### Selected gate families, run 1

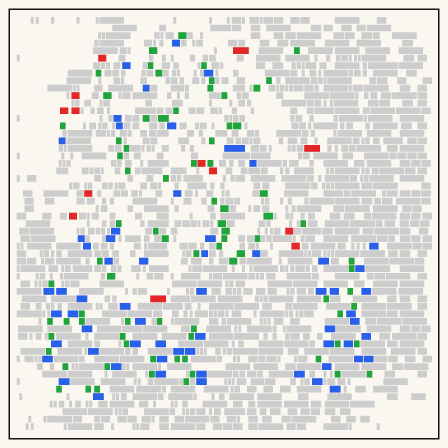
### Track usage over the die, run 1

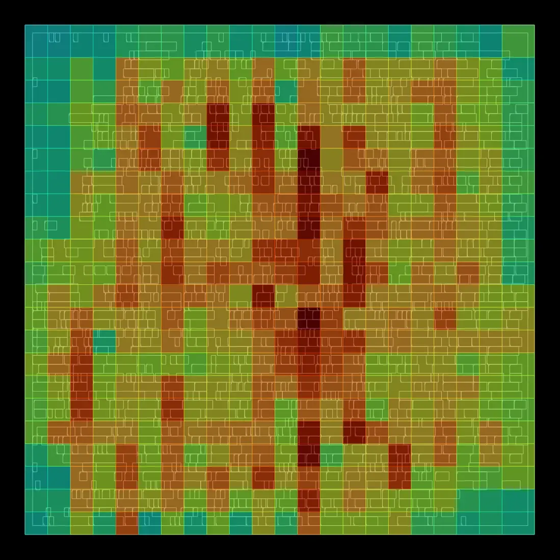
### The metal 2 layer, run 1

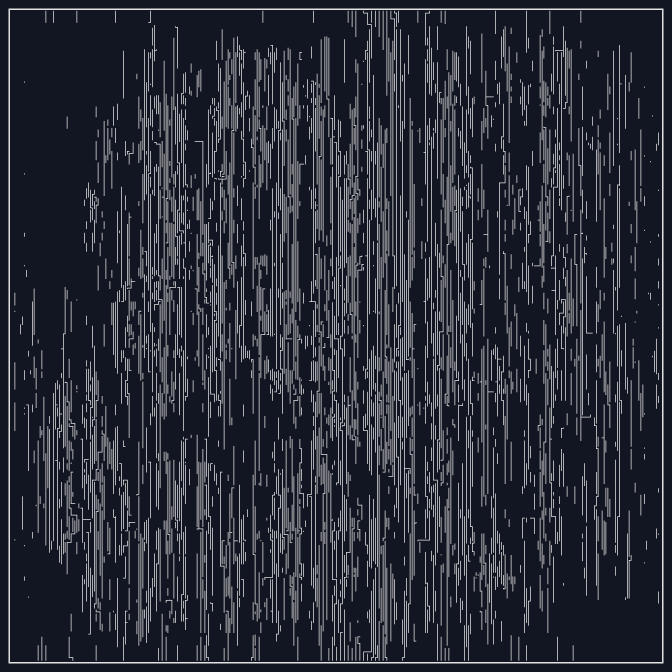
### src/rtl/pcie_ptm_tlp_detector.sv
// Sniffs a two-lane PCIe symbol stream and reports PTM Request/Response/ResponseD TLPs.
// Optional macro PTM_SNIFF_TIMESTAMP_EN adds a cycle counter stamped at each STP.
module pcie_ptm_tlp_detector (
   input  logic        clk_in,
   input  logic        rst_n_in,
   input  logic [15:0] rx_data_in,
   input  logic [1:0]  rx_ctl_in,
   output logic        ptm_req_valid,
   output logic        ptm_rsp_valid,
   output logic        ptm_rspd_valid,
   output logic [63:0] ptm_master_time,
   output logic [31:0] ptm_prop_delay,
   output logic [31:0] ptm_sof_stamp,
   output logic        ptm_err
);

   typedef enum logic [1:0] {IDLE, HDR, DATA, SKIP} state_t;
   typedef enum logic [1:0] {K_NONE, K_REQ, K_RSP, K_RSPD} kind_t;

   localparam logic [7:0] SYM_STP = 8'hFB;
   localparam logic [7:0] SYM_END = 8'hFD;
   localparam logic [7:0] SYM_EDB = 8'hFE;

   state_t      state_q, state_d;
   kind_t       kind_q, kind_d;
   logic [11:0] idx_q, idx_d;
   logic [7:0]  hdr3_q, hdr3_d;
   logic [31:0] dly_q, dly_d;
   logic [31:0] tlo_q, tlo_d;
   logic [31:0] thi_q, thi_d;
   logic        req_q, req_d, rsp_q, rsp_d, rspd_q, rspd_d, err_q, err_d;
   logic [63:0] master_q, master_d;
   logic [31:0] prop_q, prop_d;
   logic        fired;
   logic [7:0]  sym;
   logic        is_k;
`ifdef PTM_SNIFF_TIMESTAMP_EN
   logic [31:0] cnt_q, cnt_d, stamp_q, stamp_d, sof_q, sof_d;
`endif

   // Each lane is one byte step through the same parser; lane 0 is applied first.
   always_comb begin
      state_d  = state_q;
      kind_d   = kind_q;
      idx_d    = idx_q;
      hdr3_d   = hdr3_q;
      dly_d    = dly_q;
      tlo_d    = tlo_q;
      thi_d    = thi_q;
      master_d = master_q;
      prop_d   = prop_q;
      req_d    = 1'b0;
      rsp_d    = 1'b0;
      rspd_d   = 1'b0;
      err_d    = 1'b0;
      fired    = 1'b0;
      sym      = 8'h00;
      is_k     = 1'b0;
`ifdef PTM_SNIFF_TIMESTAMP_EN
      cnt_d    = cnt_q + 32'd1;
      stamp_d  = stamp_q;
      sof_d    = sof_q;
`endif
      for (int l = 0; l < 2; l++) begin
         sym  = rx_data_in[8*l +: 8];
         is_k = rx_ctl_in[l];
         if (is_k && sym == SYM_STP) begin
            if (state_d != IDLE && kind_d != K_NONE && !fired) begin
               err_d = 1'b1;
               fired = 1'b1;
            end
            state_d = HDR;
            kind_d  = K_NONE;
            idx_d   = 12'd1;
`ifdef PTM_SNIFF_TIMESTAMP_EN
            stamp_d = cnt_q;
`endif
         end else if (state_d != IDLE) begin
            if (is_k && sym == SYM_EDB) begin
               state_d = IDLE;
            end else if (is_k && sym == SYM_END) begin
               if (!fired) begin
                  if (kind_d == K_REQ && idx_d == 12'd23) begin
                     req_d = 1'b1;
                  end else if (kind_d == K_RSP && idx_d == 12'd23) begin
                     rsp_d = 1'b1;
                  end else if (kind_d == K_RSPD && idx_d == 12'd31) begin
                     rspd_d   = 1'b1;
                     master_d = {thi_d, tlo_d};
                     prop_d   = dly_d;
                  end else if (kind_d != K_NONE) begin
                     err_d = 1'b1;
                  end
                  fired = req_d | rsp_d | rspd_d | err_d;
`ifdef PTM_SNIFF_TIMESTAMP_EN
                  if (req_d | rsp_d | rspd_d) sof_d = stamp_d;
`endif
               end
               state_d = IDLE;
            end else if (idx_d == 12'hFFF) begin
               // Byte 4095 is the last one a TLP may use; anything else is an overrun.
               if (kind_d != K_NONE && !fired) begin
                  err_d = 1'b1;
                  fired = 1'b1;
               end
               state_d = IDLE;
            end else begin
               if (state_d != SKIP) begin
                  if (idx_d == 12'd3) hdr3_d = sym;
                  if (idx_d == 12'd10) begin
                     if (hdr3_d == 8'h34 && sym == 8'h52)      kind_d = K_REQ;
                     else if (hdr3_d == 8'h34 && sym == 8'h53) kind_d = K_RSP;
                     else if (hdr3_d == 8'h74 && sym == 8'h53) kind_d = K_RSPD;
                     else                                       state_d = SKIP;
                  end
                  if (idx_d >= 12'd15 && idx_d <= 12'd18) dly_d = {dly_d[23:0], sym};
                  if (idx_d >= 12'd19 && idx_d <= 12'd22) tlo_d = {tlo_d[23:0], sym};
                  if (idx_d >= 12'd23 && idx_d <= 12'd26) thi_d = {thi_d[23:0], sym};
                  if (idx_d == 12'd18 && kind_d == K_RSPD) state_d = DATA;
               end
               idx_d = idx_d + 12'd1;
            end
         end
      end
   end

   always_ff @(posedge clk_in or negedge rst_n_in) begin
      if (!rst_n_in) begin
         state_q  <= IDLE;
         kind_q   <= K_NONE;
         idx_q    <= '0;
         hdr3_q   <= '0;
         dly_q    <= '0;
         tlo_q    <= '0;
         thi_q    <= '0;
         master_q <= '0;
         prop_q   <= '0;
         req_q    <= 1'b0;
         rsp_q    <= 1'b0;
         rspd_q   <= 1'b0;
         err_q    <= 1'b0;
      end else begin
         state_q  <= state_d;
         kind_q   <= kind_d;
         idx_q    <= idx_d;
         hdr3_q   <= hdr3_d;
         dly_q    <= dly_d;
         tlo_q    <= tlo_d;
         thi_q    <= thi_d;
         master_q <= master_d;
         prop_q   <= prop_d;
         req_q    <= req_d;
         rsp_q    <= rsp_d;
         rspd_q   <= rspd_d;
         err_q    <= err_d;
      end
   end

`ifdef PTM_SNIFF_TIMESTAMP_EN
   always_ff @(posedge clk_in or negedge rst_n_in) begin
      if (!rst_n_in) begin
         cnt_q   <= '0;
         stamp_q <= '0;
         sof_q   <= '0;
      end else begin
         cnt_q   <= cnt_d;
         stamp_q <= stamp_d;
         sof_q   <= sof_d;
      end
   end
   assign ptm_sof_stamp = sof_q;
`else
   assign ptm_sof_stamp = 32'h0;
`endif

   assign ptm_req_valid   = req_q;
   assign ptm_rsp_valid   = rsp_q;
   assign ptm_rspd_valid  = rspd_q;
   assign ptm_err         = err_q;
   assign ptm_master_time = master_q;
   assign ptm_prop_delay  = prop_q;

endmodule

### config.mk
export PLATFORM = sky130hd
export DESIGN_NAME = pcie_ptm_tlp_detector
export DESIGN_NICKNAME = d
export VERILOG_FILES = /design/src/rtl/pcie_ptm_tlp_detector.sv
export SDC_FILE = /design/constraint.sdc
export NUM_CORES = 1
export LEC_CHECK = 0
export CORE_MARGIN = 2
export CORE_UTILIZATION = 50
export CTS_CLUSTER_SIZE = 12
export DETAILED_ROUTE_END_ITERATION = 7
export PLACE_DENSITY = 0.74
export SYNTH_ARGS = -nofsm -noshare
export SYNTH_HDL_FRONTEND = slang
export SYNTH_SLANG_ARGS = --single-unit
### constraint.sdc
create_clock -name clk_in -period 4.9 [get_ports clk_in]
set_input_delay 1.225 -clock clk_in [delete_from_list [all_inputs] [get_ports clk_in]]
set_output_delay 1.225 -clock clk_in [all_outputs]
set_load 0.1 [all_outputs]
==> qor.yml, run 1 <==
endpoint: "thi_q[27]"
htreeDepth: 1
warning_count: 30
rsz0062_at_grt: "no"
ant_nets: 0
seq_area_sq_um: 5510
ios: 152
drv_cap: 0
status: "finished, final reports clean"
flop_cell: "dfrtp_1"
clk_pin_slew_ns: 0.06
dp.cells: 1560
global_route.usage.total_pct: 27.0
critPathLaunch: "rx_data_in[5]"
synth.distinct_cells: 82
crit_type: "input pin to flip-flop"
arrival_ns: 5.22
min-delay-start: "ptm_master_time[27]"
drt_first_pass_iters: 5
worstMarginPinSlew_ns: 1.00
die_w_microns: 155
synthCells: 1107
drt-initial-drc-count: 721
r2r_cells: 15
yosys.area_share.adder_pct: 0.440
finalSetupViolCount: 0
sw_frac_of_total_pct: 26.1
drv_slew: 0
syn_area_per_cell_sq_um: 10.3
synth_flops: 220
vias_per_cell: 5.95
post_drt_wl_per_cell_microns: 20.2
grt_max_degree: 132
die_area_sq_um: 23900
io_buffers: 119
common_cells: "dfrtp_1 (220), nor2_1 (145), mux2_2 (61)"
drive_gt1_share_pct: 20.8
nNetsFinal: 1326
final_common_cell: "dfrtp_1"
r2r_slack_ns: 0.70
logic_family: "AND-OR/OR-AND gates"
ir_drop_uv: 238
clock_latency_ns: 0.54
fin_crit_ns: 4.80
hpwl_microns: 23400
coreArea_sq_um: 22500
num_rows: 55
ys_sh_mux_pct: 9.60
path_max_fanout: 24
critPathCaptureType: "flip-flop"
hold_viol: 0
timing.rr.end: "thi_q[27]"
xor_share_pct: 1.20
slew_headroom_pct: 33.1
top_cell_area_share_pct: 48.5
power.internal_uw: 2980
top_cell: "dfrtp_1"
power_frac_comb_pct: 8.9
stdcell_area_sq_um: 14400
hold_path_depth: 1
synthArstFlopShare_pct: 100
synth-seq-area-share_pct: 48.5
clock_power_share_pct: 44.5
grt.overflow.total: 0
placed_area_sq_um: 13600
fin_hold_ws_ns: 0.482
initial_core_util_pct: 50.5
cts_hold_buf: 0
diodes: 0
first_global_vias: 9306
final_cells: 1604
num-fill-cells: 1793
antenna_found_initial: 0
final_cell_mix: "dfrtp_1 (220), nor2_1 (145), clkdlybuf4s50_1 (118), buf_4 (109), mux2_2 (61)"
areaGrowthSynthToFinish_pct: 26.6
p_leak_uw: 0.00661
ys_cells: 1107
simple_gate_area_share_pct: 16.7
clock-root-buffer: "clkbuf_16"
syn_area_sq_um: 11400
gp_congestion: 0.985
yosys-top-cells-area: "dfrtp_1 (48%), mux2_2 (6.0%), nor2_1 (4.8%)"
min_to: "ptm_master_time[27]"
max_freq_mhz: 208
yosys_warnings: 0
synth-edff-count: 0
cp.required_ns: 5.32
logic_area_sq_um: 5280
cts_buffer_depth: 3
clkSinkCount: 220
hold_path.class: "flip-flop to flip-flop"
yosysChipArea_sq_um: 11400
synth.largest_area_cell: "dfrtp_1"
fin_crit_sh_pct: 97.9
worstReg2RegStart: "idx_q[1]"
p_sw_uw: 1050
cts_made_buffers: 25
cts_tree: "yes"
ys_sh_aoi_pct: 17.2
dieHeight_microns: 155
clock_skew_ns: 0.0108
powerDensity_nw_per_um2: 280
pwr-share-seq_pct: 46.6
start_kind: "input pin"
power_uw: 4030
drc_errors: 0
grt_pass1_wl_microns: 51600
-- 'Selected gate families' (at the start) --
red -> XOR/XNOR gates  # cells 13
green -> AND and OR gates  # cells 80, where widely spread
blue -> AND-OR and OR-AND gates  # cells 62

-- 'Track usage over the die' (at the start) --
M2 GR Usage: 44.4%
met3 GRT Util: 3.36%

-- 'The metal 2 layer' (at the start) --
main direction = vertical
wire length on this layer = 15400 microns
longest straight run = 76.8 microns
via count: 9550
drt total wl: 32400 microns

[run 1: metrics by stage]
step,TNS (ns),utilization [%],setup WS (ns)
after floorplan,0,-,0.162
after global placement,-22.07,60.5,-0.303
after detailed placement,-29.13,60.5,-0.341
after CTS,0,63.9,0.192
after global routing,0,63.9,0.0682
final,0,63.9,0.103
[run 1: cell type report]
class	instances	share of cell area [%]
Inverter	39	1.02
Clock buffer	33	4.77
Multi-Input combinational cell	773	36.7
Tap cell	285	2.48
Sequential cell	220	38.3
Clock inverter	11	0.678
Timing Repair Buffer	243	16.1
[run 1: state kept, by name (all words and copies together), names as in the netlist, 2 cells and up]
register and cells:
state_q 2, ptm_master_time 64, ptm_prop_delay 32, tlo_q 32
hdr3_q 8, dly_q 32, thi_q 32, idx_q 12
kind_q 2
[run 1: worst max-delay path, cell delays in order]
cell	delay [ns]
clkdlybuf4s50_1	0.69
nand4_4	0.27
o41a_4	0.50
buf_4	0.17
a31oi_1	0.25
o211ai_1	0.18
buf_4	0.17
or2_1	0.21
or3_1	0.41
nor4_1	0.46
nand2_1	0.19
buf_12	0.20
o221a_2	0.29
[run 1: routing by layer]
layer / GRT usage, % / up-vias / routed length, microns
li1: - / 4408 / -
met1: 37.3 / 4741 / 14100
met2: 44.4 / 340 / 15400
met3: 3.36 / 61 / 1790
met4: 9.44 / 0 / 1000
met5: 0 / - / 0
[run 1: power by group through the flow]
stage	Sequential [uW]	Combinational [uW]	Clock [uW]
final	1880	360	1790
after global routing	1880	387	1900
after detailed placement	1910	358	0
after global placement	1910	359	0
after CTS	1880	360	1820
after floorplan	1890	239	0
[run 1: what timing repair did]
item,in CTS,in global routing
gates resized,0,1
setup endpoints to repair,0,1
setup buffers,0,0
## Run 2: what changed since run 1
Settings changed: CORE_UTILIZATION 50 to 56, PLACE_DENSITY 0.74 to 0.81.
### Cell density map, run 2

The die is cut into 15 by 15 equal tiles; white is low, dark blue is high, 0 to 100% covered.
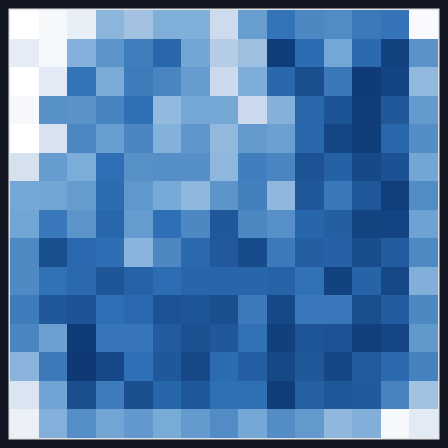
mean over tiles = 65%
fullest tile = 96%
emptiest ninth of the die = north-west
nearly empty tiles = 1.3%
tiles over 75% full = 40%
FP Core Util: 56.5%
Final Core Density: 71.0%
CORE AREA: 20100 sq um

### Track usage over the die, run 2

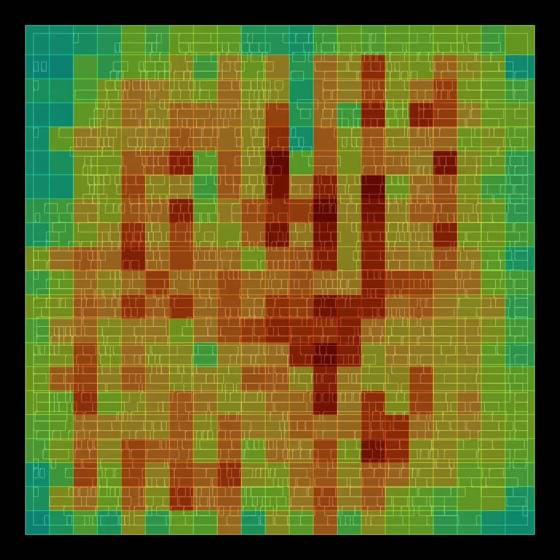
Total GRT Usage: 30.3%
met3 GRT Util: 3.78%
GRT Max-Usage Layer: met2
met1 usage: 41.7%

==> run 2 against run 1 <==
Net effect: cell area fell by 0.81%; clock skew rose by 0.021 ns; combinational power barely moved; wire length barely moved; register-to-register slack got worse by 0.36 ns; power fell by 0.52%; clock-buffer cell count rose by 1; sequential power barely moved; hold slack improved by 0.012 ns; clock power barely moved; critical endpoint is now thi_q[29]; highest routed layer unchanged.
==> qor.yml, run 2 <==
worstMarginPinSlew_ns: 1.01
crit_buf_inv: 5
warning_count: 30
htreeDepth: 1
slew_headroom_pct: 32.4
grt_pass1_wl_microns: 52300
syn_area_per_cell_sq_um: 10.3
grt.overflow.total: 0
clkSinkCount: 220
nNetsFinal: 1317
path_max_fanout: 24
min-delay-start: "thi_q[26]"
largest_reg_flops: 64
hold_viol: 0
min_to: "ptm_master_time[58]"
fin_crit_sh_pct: 96.9
vias: 9653
synth.distinct_cells: 82
drv_slew: 0
clock_latency_ns: 0.54
ant_nets: 0
r2r_cells: 15
worstReg2RegStart: "idx_q[1]"
rsz0062_at_grt: "no"
slowest_delay_ns: 0.68
common_cells: "dfrtp_1 (220), nor2_1 (145), mux2_2 (61)"
final_cell_mix: "dfrtp_1 (220), nor2_1 (145), clkdlybuf4s50_1 (118), buf_4 (104), mux2_2 (61)"
cts_hold_buf: 0
finalSetupViolCount: 0
clock-root-buffer: "clkbuf_16"
dieHeight_microns: 146
crit_path_cell_trace: "clkdlybuf4s50_1 > nand4_4 > buf_4 > o41a_4 > buf_4 > a31oi_1 > o211ai_1 > buf_4 > nor3_1 > nand3_1 > nor4_4 > xnor2_2 > buf_12 > o221a_2"
r2r_slack_ns: 0.34
critPathCaptureType: "flip-flop"
num-fill-cells: 1474
flop_cell: "dfrtp_1"
num_rows: 52
setup_tns_ns: 0
die_area_sq_um: 21400
status: "finished, final reports clean"
drt-initial-drc-count: 714
first_global_vias: 9658
critPathSlowestCell: "clkdlybuf4s50_1"
drt_first_pass_iters: 5
place_ws_ns: -0.308
crit_top_cell: "buf_4"
cts_tree: "yes"
hpwl_microns: 22800
start_kind: "input pin"
crit_type: "input pin to flip-flop"
synthCells: 1107
post_drt_wl_per_cell_microns: 20.5
critPathLaunch: "rx_data_in[5]"
areaGrowthSynthToFinish_pct: 25.6
synth-seq-area-share_pct: 48.5
cp.required_ns: 5.32
clk_pin_slew_ns: 0.06
cp_top_family: "buffers and inverters"
vias_per_cell: 6.13
io_buffers: 119
post_cts_buffers: 0
powerDensity_nw_per_um2: 281
synth.largest_area_cell: "dfrtp_1"
cts_resized: 0
yosys-top-cells-area: "dfrtp_1 (48%), mux2_2 (6.0%), nor2_1 (4.8%)"
p_leak_uw: 0.00654
diodes: 0
synth-edff-count: 0
clock_skew_ns: 0.0321
arrival_ns: 5.17
synth_flops: 220
syn_area_sq_um: 11400
grt_max_degree: 134
top_cell_area_share_pct: 48.5
finalWirelength_microns: 32300
drv_cap: 0
die_w_microns: 146
cts_made_buffers: 24
finalWorstSetupSlack_ns: 0.152
yosys_warnings: 0
drc_errors: 0
fin_crit_ns: 4.75
synthArstFlopShare_pct: 100
ys_cells: 1107
drive_gt1_share_pct: 20.0
ios: 152
gp_congestion: 1.00
timing.rr.end: "tlo_q[30]"
hold_path_depth: 2
antenna_found_initial: 0
top_cell: "dfrtp_1"
cts_buffer_depth: 3
ir_drop_uv: 226
hold_path.class: "flip-flop to flip-flop"
yosysChipArea_sq_um: 11400
### Selected gate families, run 2

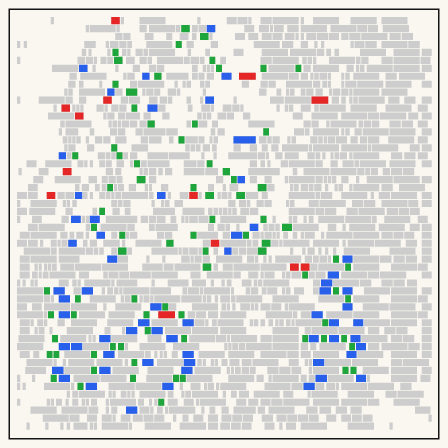
green -> AND and OR gates  # cells 80
red -> XOR/XNOR gates  # cells 13
blue -> AND-OR and OR-AND gates  # cells 62, where widely spread
fin cells: 1575
combinational fraction of the cell area: 37.1%
most numerous logic cell after layout: dfrtp_1

## run 2: cell families after synthesis
family	count (synthesis)	share of synthesized area (%)
simple gates	363	16.7
other cells	1	0.0330
flops	220	48.5
compound gates	261	17.2
mux	100	9.60
xor+xnor	13	1.20
buf+inv	145	6.38
fa+ha+maj	4	0.440
## run 2: worst max-delay path by stage
stage | end | slack, ns | depth (start not counted)
finish | thi_q[29] | 0.15 | 14
detailed placement | thi_q[27] | -0.31 | 14
CTS | thi_q[27] | 0.23 | 14
global route | tlo_q[27] | 0.02 | 15
global placement | thi_q[23] | -0.28 | 14
floorplan | dly_q[29] | 0.16 | 15
## run 2: layout make-up
class	count	area (sq um)	area share, %
Sequential cell	220	5510	38.6
Timing Repair Buffer	235	2220	15.5
Clock buffer	34	698	4.89
Tap cell	270	338	2.37
Clock inverter	4	76.3	0.535
Multi-Input combinational cell	773	5290	37.1
Inverter	39	146	1.03
## run 2: power breakdown
part / switching (uW) / leakage, uW / total (uW) / internal [uW]
clock network: 725 / 0.000374 / 1770 / 1040
registers: 35.9 / 0.00290 / 1880 / 1840
logic: 267 / 0.00327 / 363 / 95.6
## run 2: routing by layer
metal / global-route usage, % / wire length (microns) / vias to the layer above
met5: 0 / 0 / -
met4: 11.0 / 1240 / 0
met3: 3.78 / 2100 / 94
met2: 50.0 / 15600 / 412
met1: 41.7 / 13400 / 4764
li1: - / - / 4383
## run 2: through the flow
step,hold slack (ns),cell area [sq um],std cells,power (uW)
global placement,0.468,13500,1537,2260
finish,0.494,14300,1575,4010
global route,0.519,14300,1575,4140
detailed placement,0.480,13500,1537,2270
floorplan,0.456,11500,1138,2130
CTS,0.497,14300,1575,4030
## Run 3: what changed since run 2
Settings changed: CAP_MARGIN set to 30, RECOVER_POWER set to 50.
### Track usage over the die, run 3

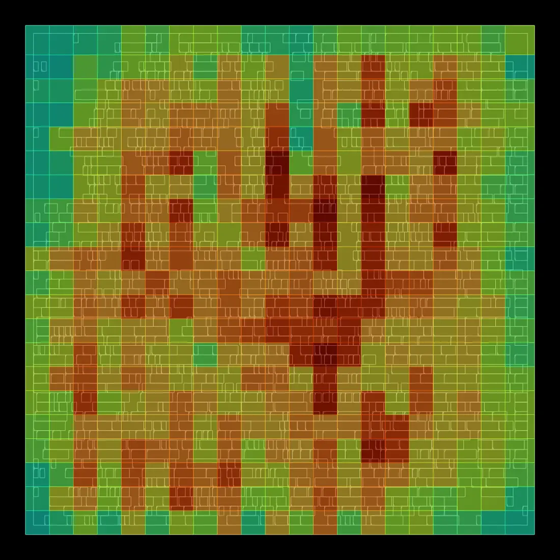
Routed wire per std cell: 20.5 microns
M2 GR Usage: 50.0%
Final Core Density: 70.9%

### Cell density map, run 3

The die is cut into 15 by 15 equal tiles; white is low, dark blue is high, 0 to 100% covered.
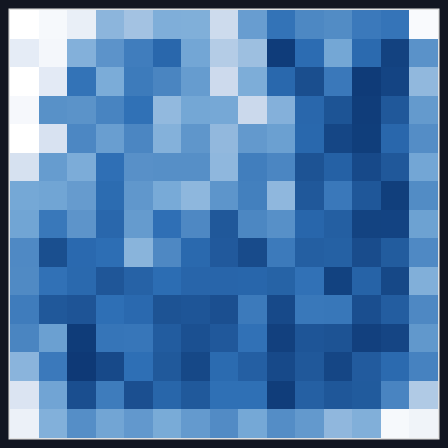
mean over tiles = 65%
fullest tile = 96%
tiles over 75% full = 40%
nearly empty tiles = 1.3%

==> run 3 against run 2 <==
Net effect: combinational power about the same; setup slack improved by 0.011 ns; synthesized area unchanged; cell count unchanged; wire length decreased by 0.12%; die area unchanged; synthesized cell count unchanged; the run now ends with max-capacitance violations, max-slew violations left.
==> qor.yml, run 3 <==
syn_area_sq_um: 11400
ys_sh_aoi_pct: 17.2
largest_reg_flops: 64
critPathSlowestCell: "clkdlybuf4s50_1"
cts_hold_buf: 0
crit_buf_inv: 5
start_kind: "input pin"
slowest_delay_ns: 0.68
violations: "max-capacitance violations, max-slew violations"
ant_nets: 0
ios: 152
cts_tree: "yes"
r2r_slack_ns: 0.33
initial_core_util_pct: 56.5
wl_met2_microns: 15600
synthArstFlopShare_pct: 100
critPathCaptureType: "flip-flop"
clock-root-buffer: "clkbuf_16"
drv_cap: 1
fin_crit_sh_pct: 96.7
syn_area_per_cell_sq_um: 10.3
slew_headroom_pct: -123
cp.required_ns: 5.32
clkSinkCount: 220
drt-initial-drc-count: 719
met1_length_microns: 13400
min_to: "ptm_master_time[29]"
synthCells: 1107
topRoutingLayerUsed: "met4"
top_cell_area_share_pct: 48.5
yosys_warnings: 0
p_leak_uw: 0.00672
simple_gate_area_share_pct: 16.7
htreeDepth: 1
clock_latency_ns: 0.54
die_area_sq_um: 21400
synth_flops: 220
grt_pass1_wl_microns: 52300
clock_power_share_pct: 44.1
drv_slew: 133
ys_sh_mux_pct: 9.60
r2r_cells: 15
first_global_vias: 9658
diodes: 0
global_route.usage.total_pct: 30.3
path_max_fanout: 24
max_freq_mhz: 211
hpwl_microns: 22800
final_common_cell: "dfrtp_1"
hold_path.class: "flip-flop to flip-flop"
grt.overflow.total: 0
grt_max_degree: 134
xor_share_pct: 1.20
crit_top_cell: "buf_4"
worstReg2RegStart: "idx_q[1]"
worstMarginPinSlew_ns: 3.35
crit_path_cell_trace: "clkdlybuf4s50_1 > nand4_4 > buf_4 > o41a_4 > buf_4 > a31oi_1 > o211ai_1 > buf_4 > nor3_1 > nand3_1 > nor4_4 > xnor2_2 > buf_12 > o221a_2"
power_frac_comb_pct: 9.0
yosysChipArea_sq_um: 11400
top_cell: "dfrtp_1"
coreArea_sq_um: 20100
post_cts_buffers: 0
synth.distinct_cells: 82
yosys.area_share.adder_pct: 0.440
min-delay-start: "ptm_master_time[29]"
common_cells: "dfrtp_1 (220), nor2_1 (145), mux2_2 (61)"
synth-edff-count: 0
drt_first_pass_iters: 5
ir_drop_uv: 226
power.internal_uw: 2980
flop_cell: "dfrtp_1"
nNetsFinal: 1317
drive_gt1_share_pct: 20.0
cts_buffer_depth: 3
drc_errors: 0
synth-seq-area-share_pct: 48.5
finalWorstSetupSlack_ns: 0.163
place_ws_ns: -0.308
antenna_found_initial: 0
ys_cells: 1107
dieHeight_microns: 146
gp_congestion: 1.00
hold_viol: 0
logic_family: "AND-OR/OR-AND gates"
warning_count: 30
sw_frac_of_total_pct: 25.7
cts_made_buffers: 24
clock_skew_ns: 0.0314
busiest_layer: "met2"
timing.rr.end: "tlo_q[27]"
hold_path_depth: 1
crit_type: "input pin to flip-flop"
final_cell_mix: "dfrtp_1 (220), nor2_1 (145), buf_4 (103), clkdlybuf4s50_1 (68), mux2_2 (61)"
areaGrowthSynthToFinish_pct: 25.5
cp_top_family: "buffers and inverters"
synth.largest_area_cell: "dfrtp_1"
met3_length_microns: 2170
rsz0062_at_grt: "no"
num_rows: 52
p_sw_uw: 1030
vias_per_cell: 6.14
arrival_ns: 5.16
status: "finished, violations left"
clk_pin_slew_ns: 0.06
pwr-share-seq_pct: 46.9
grt_use_met1_pct: 41.7
io_buffers: 119
gr-usage-met3_pct: 3.78
powerDensity_nw_per_um2: 281
finalSetupViolCount: 0
die_w_microns: 146
yosys-top-cells-area: "dfrtp_1 (48%), mux2_2 (6.0%), nor2_1 (4.8%)"
path_depth: 14
fin_crit_ns: 4.74
### Routed metal, one color a layer, run 3

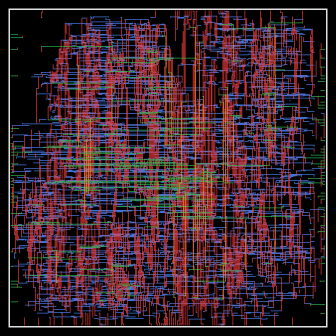
green -> metal 3  # wire length 2170 microns
red -> metal 2  # wire length 15600 microns
orange -> metal 4  # wire length 1190 microns
blue -> metal 1  # wire length 13400 microns
via count: 9678
drt total wl: 32300 microns

-- run 3: final cells by class --
type                       instances  area (sq um)
tap                              270           338
sequential                       220          5510
timing repair buffer             235          2200
clock buffer                      34           698
clock inverter                     4          76.3
inverter                          39           146
multi-input combinational        773          5290
fill                            1476          5850
-- run 3: what timing repair did --
item	CTS	global route
endpoints found under the setup margin	0	24
endpoints found under the hold margin	0	0
resized	0	1
-- run 3: through the flow --
stage | hold slack [ns] | setup TNS [ns] | power, uW | cells | instance area (sq um)
after floorplan | 0.456 | 0 | 2130 | 1138 | 11500
after global placement | 0.468 | -28.06 | 2260 | 1537 | 13500
after detailed placement | 0.480 | -31.88 | 2270 | 1537 | 13500
after CTS | 0.497 | 0 | 4030 | 1575 | 14300
after global routing | 0.514 | 0 | 4140 | 1575 | 14300
final | 0.491 | 0 | 4010 | 1575 | 14300
-- run 3: power groups by stage --
stage	Combinational, uW	Sequential (uW)	Clock (uW)
floorplan	239	1890	0
global placement	356	1910	0
detailed placement	358	1910	0
CTS	359	1880	1790
global route	385	1880	1870
finish	362	1880	1770
-- run 3: how the worst max path moves through the flow --
stage,from,end,slack [ns]
floorplan,rx_data_in[3],dly_q[29],0.16
global placement,rx_data_in[5],thi_q[23],-0.28
detailed placement,rx_data_in[5],thi_q[27],-0.31
CTS,rx_data_in[5],thi_q[27],0.23
global route,rst_n_in,ptm_master_time[4],0.02
finish,rx_data_in[5],thi_q[25],0.16
-- run 3: worst reg2reg max path, stage by stage (launching register included) --
cell and delay (ns):
dfrtp_1 0.49, ha_1 0.37, nand3_1 0.24, nor4_4 0.64, o21ai_0 0.25, a21oi_1 0.28
ha_1 0.25, o21ai_2 0.08, or4_1 0.57, o31ai_4 0.37, buf_4 0.24, buf_4 0.11
nor3_1 0.06, buf_12 0.20, a22oi_1 0.18, o21ai_1 0.11
Power figures rest on the tool's default switching activity, not on a simulated workload.
